pdn.png
Drawn at 4 px/µm. Pins as bars on the die edge.
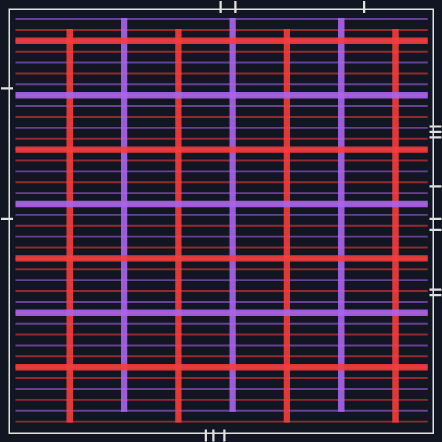
final_clocks.png
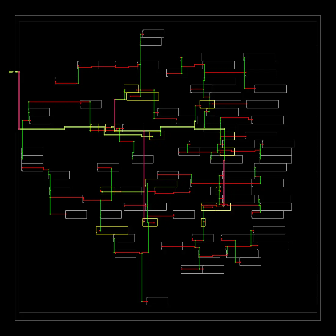
met2.png
Drawn at 4 px/µm.
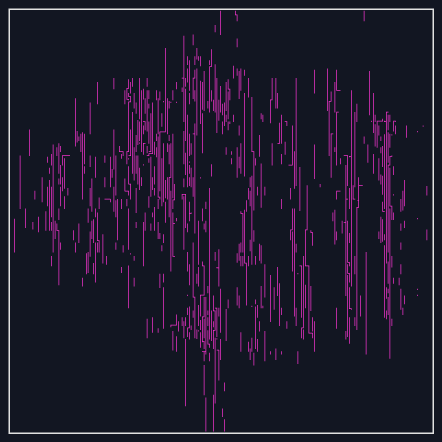
`src/rtl/uart_rx_fifo.sv`:
```
// UART receiver with 16x oversampling, optional parity and 1-2 stop bits,
// delivering good words through a first-word-fall-through receive FIFO.
module uart_rx_fifo #(
  parameter int  WIDTH_WORD    = 8,
  parameter int  CANT_BIT_STOP = 2,
  parameter int  PARITY_MODE   = 0,
  parameter real FREC_CLK_MHZ  = 100.0,
  parameter int  BAUD_RATE     = 9600,
  parameter int  FIFO_DEPTH    = 4
) (
  input  logic                  i_clock,
  input  logic                  i_reset,
  input  logic                  i_rx,
  output logic [WIDTH_WORD-1:0] o_data,
  output logic                  o_valid,
  input  logic                  i_ready,
  output logic                  o_frame_error,
  output logic                  o_parity_error,
  output logic                  o_overrun
);
  localparam int DIV   = $rtoi(FREC_CLK_MHZ * 1.0e6 / (16.0 * BAUD_RATE) + 0.5);
  localparam int DIV_W = (DIV > 1) ? $clog2(DIV) : 1;
  localparam int AW    = $clog2(FIFO_DEPTH);
  localparam logic [DIV_W-1:0] DIV_LAST   = DIV_W'(DIV - 1);
  localparam logic [3:0]       LAST_DATA  = 4'(WIDTH_WORD - 1);
  localparam logic [3:0]       LAST_STOP  = 4'(CANT_BIT_STOP - 1);
  localparam logic [AW:0]      FULL_COUNT = (AW + 1)'(FIFO_DEPTH);

  typedef enum logic [2:0] {S_IDLE, S_START, S_DATA, S_PARITY, S_STOP} state_t;

  state_t                r_state, w_state_next;
  logic                  r_rx_meta, r_rx_sync;
  logic [DIV_W-1:0]      r_div_cnt;
  logic [3:0]            r_bit_tick, r_bit_cnt;
  logic [WIDTH_WORD-1:0] r_shift;
  logic                  r_par_bit, r_stop_err;
  logic                  w_tick, w_mid, w_done;
  logic                  w_frame_bad, w_ones_odd, w_parity_bad;
  logic                  w_push, w_pop, w_wr, w_full;

  logic [WIDTH_WORD-1:0] r_mem [FIFO_DEPTH];
  logic [AW-1:0]         r_wr_ptr, r_rd_ptr;
  logic [AW:0]           r_count;

  // NOTE: sequential state uses non-blocking (<=) so every flop samples pre-edge values.
  always_ff @(posedge i_clock) begin
    if (i_reset) begin
      r_rx_meta <= 1'b1;
      r_rx_sync <= 1'b1;
      r_div_cnt <= '0;
    end else begin
      r_rx_meta <= i_rx;
      r_rx_sync <= r_rx_meta;
      r_div_cnt <= w_tick ? '0 : r_div_cnt + DIV_W'(1);
    end
  end

  assign w_tick = (r_div_cnt == DIV_LAST);
  // Bit centre: 16 ticks after the previous centre.
  assign w_mid  = w_tick && (r_bit_tick == 4'd15);

  always_ff @(posedge i_clock) begin
    if (i_reset) r_state <= S_IDLE;
    else         r_state <= w_state_next;
  end

  // NOTE: defaults assigned first so no path through the case infers a latch.
  always_comb begin
    w_state_next = r_state;
    w_done       = 1'b0;
    case (r_state)
      S_IDLE:   if (w_tick && !r_rx_sync) w_state_next = S_START;
      S_START:  if (w_tick && r_bit_tick == 4'd7)
                  w_state_next = r_rx_sync ? S_IDLE : S_DATA;
      S_DATA:   if (w_mid && r_bit_cnt == LAST_DATA)
                  w_state_next = (PARITY_MODE != 0) ? S_PARITY : S_STOP;
      S_PARITY: if (w_mid) w_state_next = S_STOP;
      S_STOP:   if (w_mid && r_bit_cnt == LAST_STOP) begin
                  w_state_next = S_IDLE;
                  w_done       = 1'b1;
                end
      default:  w_state_next = S_IDLE;
    endcase
  end

  always_ff @(posedge i_clock) begin
    if (i_reset) begin
      r_bit_tick <= '0;
      r_bit_cnt  <= '0;
      r_shift    <= '0;
      r_par_bit  <= 1'b0;
      r_stop_err <= 1'b0;
    end else if (w_tick) begin
      if (r_state == S_IDLE || w_state_next != r_state) begin
        r_bit_tick <= '0;
        r_bit_cnt  <= '0;
      end else begin
        r_bit_tick <= r_bit_tick + 4'd1;
        if (w_mid) r_bit_cnt <= r_bit_cnt + 4'd1;
      end
      if (r_state == S_DATA && w_mid)   r_shift   <= {r_rx_sync, r_shift[WIDTH_WORD-1:1]};
      if (r_state == S_PARITY && w_mid) r_par_bit <= r_rx_sync;
      if (r_state == S_START)                         r_stop_err <= 1'b0;
      else if (r_state == S_STOP && w_mid && !r_rx_sync) r_stop_err <= 1'b1;
    end
  end

  // The last stop sample is still combinational here, so fold it in directly.
  assign w_frame_bad  = r_stop_err | ~r_rx_sync;
  assign w_ones_odd   = ^{r_par_bit, r_shift};
  assign w_parity_bad = (PARITY_MODE == 1) ? ~w_ones_odd :
                        (PARITY_MODE == 2) ?  w_ones_odd : 1'b0;
  assign w_push       = w_done && !w_frame_bad && !w_parity_bad;

  assign o_valid = (r_count != '0);
  assign o_data  = o_valid ? r_mem[r_rd_ptr] : '0;
  assign w_full  = (r_count == FULL_COUNT);
  assign w_pop   = o_valid && i_ready;
  assign w_wr    = w_push && (!w_full || w_pop);

  // NOTE: storage is not reset; o_valid gates every read so stale entries never escape.
  always_ff @(posedge i_clock) begin
    if (w_wr) r_mem[r_wr_ptr] <= r_shift;
  end

  always_ff @(posedge i_clock) begin
    if (i_reset) begin
      r_wr_ptr       <= '0;
      r_rd_ptr       <= '0;
      r_count        <= '0;
      o_frame_error  <= 1'b0;
      o_parity_error <= 1'b0;
      o_overrun      <= 1'b0;
    end else begin
      if (w_wr)  r_wr_ptr <= r_wr_ptr + AW'(1);
      if (w_pop) r_rd_ptr <= r_rd_ptr + AW'(1);
      case ({w_wr, w_pop})
        2'b10:   r_count <= r_count + (AW + 1)'(1);
        2'b01:   r_count <= r_count - (AW + 1)'(1);
        default: r_count <= r_count;
      endcase
      o_frame_error  <= w_done && w_frame_bad;
      o_parity_error <= w_done && !w_frame_bad && w_parity_bad;
      o_overrun      <= w_push && w_full && !w_pop;
    end
  end
endmodule

```
`config.mk`:
```
export PLATFORM = sky130hd
export DESIGN_NAME = uart_rx_fifo
export DESIGN_NICKNAME = d
export VERILOG_FILES = /design/src/rtl/uart_rx_fifo.sv
export SDC_FILE = /design/constraint.sdc
export NUM_CORES = 1
export LEC_CHECK = 0
export ABC_AREA = 1
export CORE_UTILIZATION = 32
export DETAILED_ROUTE_END_ITERATION = 7
export GPL_TIMING_DRIVEN = 1
export HOLD_SLACK_MARGIN = 0.08
export SYNTH_ARGS = -nofsm -noshare
export SYNTH_HDL_FRONTEND = slang
export SYNTH_SLANG_ARGS = --single-unit
```
`constraint.sdc`:
```
create_clock -name i_clock -period 3.3 [get_ports i_clock]
set_input_delay 0.66 -clock i_clock [delete_from_list [all_inputs] [get_ports i_clock]]
set_output_delay 0.66 -clock i_clock [all_outputs]
set_load 0.02 [all_outputs]
```
==> impl_metrics.json <==
{
  "synth.net_count": 407,
  "die_w_um": 106,
  "critPathKind": "reg2out",
  "place.gp.congestion": 0.827,
  "route.met3.wl_um": 206,
  "place_hpwl_um": 4680,
  "die_h_um": 106,
  "largest_reg_flops": 32,
  "crit_path_end_kind": "output port",
  "worst_pin_slew_ns": 0.682,
  "grt_pass1_vias": 2422,
  "dieArea_um2": 11200,
  "rows": 37,
  "critPathMaxFanout": 17,
  "grt_max_degree": 19,
  "power_leakage_nw": 1.38,
  "dr.first_iter.drc_count": 131,
  "layout-area-overhead-vs-synth_pct": 15.1,
  "pg_seq_mw": 1.04,
  "adder_share": 0.0386,
  "outcome": "finished clean",
  "seq_share": 0.461,
  "rsz0062_at_grt": "no",
  "ant_nets": 0,
  "cts_root_buf": "clkbuf_8",
  "dpl_worst_slack_ns": 0.720,
  "fmax_ghz": 0.346,
  "final_common_cell": "nor2_1",
  "synth_seq_share": 0.530,
  "grtUsageMet2": 0.204,
  "flop_area_um2": 1820,
  "netlist_area_um2": 3440,
  "dp.cells": 536,
  "h-tree-depth": 3,
  "warnings": 31,
  "critPathCapture": "o_data[2]",
  "crit_required_ns": 2.64
}
## Picture notes: pdn.png
legend:
  VSS:
    colour: red
  VDD:
    colour: purple
signal pins: 16
rows: 37
met4 straps: 7
met1 rails: 38

## Picture notes: final_clocks.png
P_clk: 0.849 mW
Clock Latency Late Sink: 0.34 ns
Setup Skew: 0.00538 ns
Num Clock Sinks: 75

## Picture notes: met2.png
share of all routed wire: 46%
nets with wire on the layer: 325
longest straight run: 49.0 µm
main direction: vertical

No activity file was given, so power comes from the tool's default toggle rates.
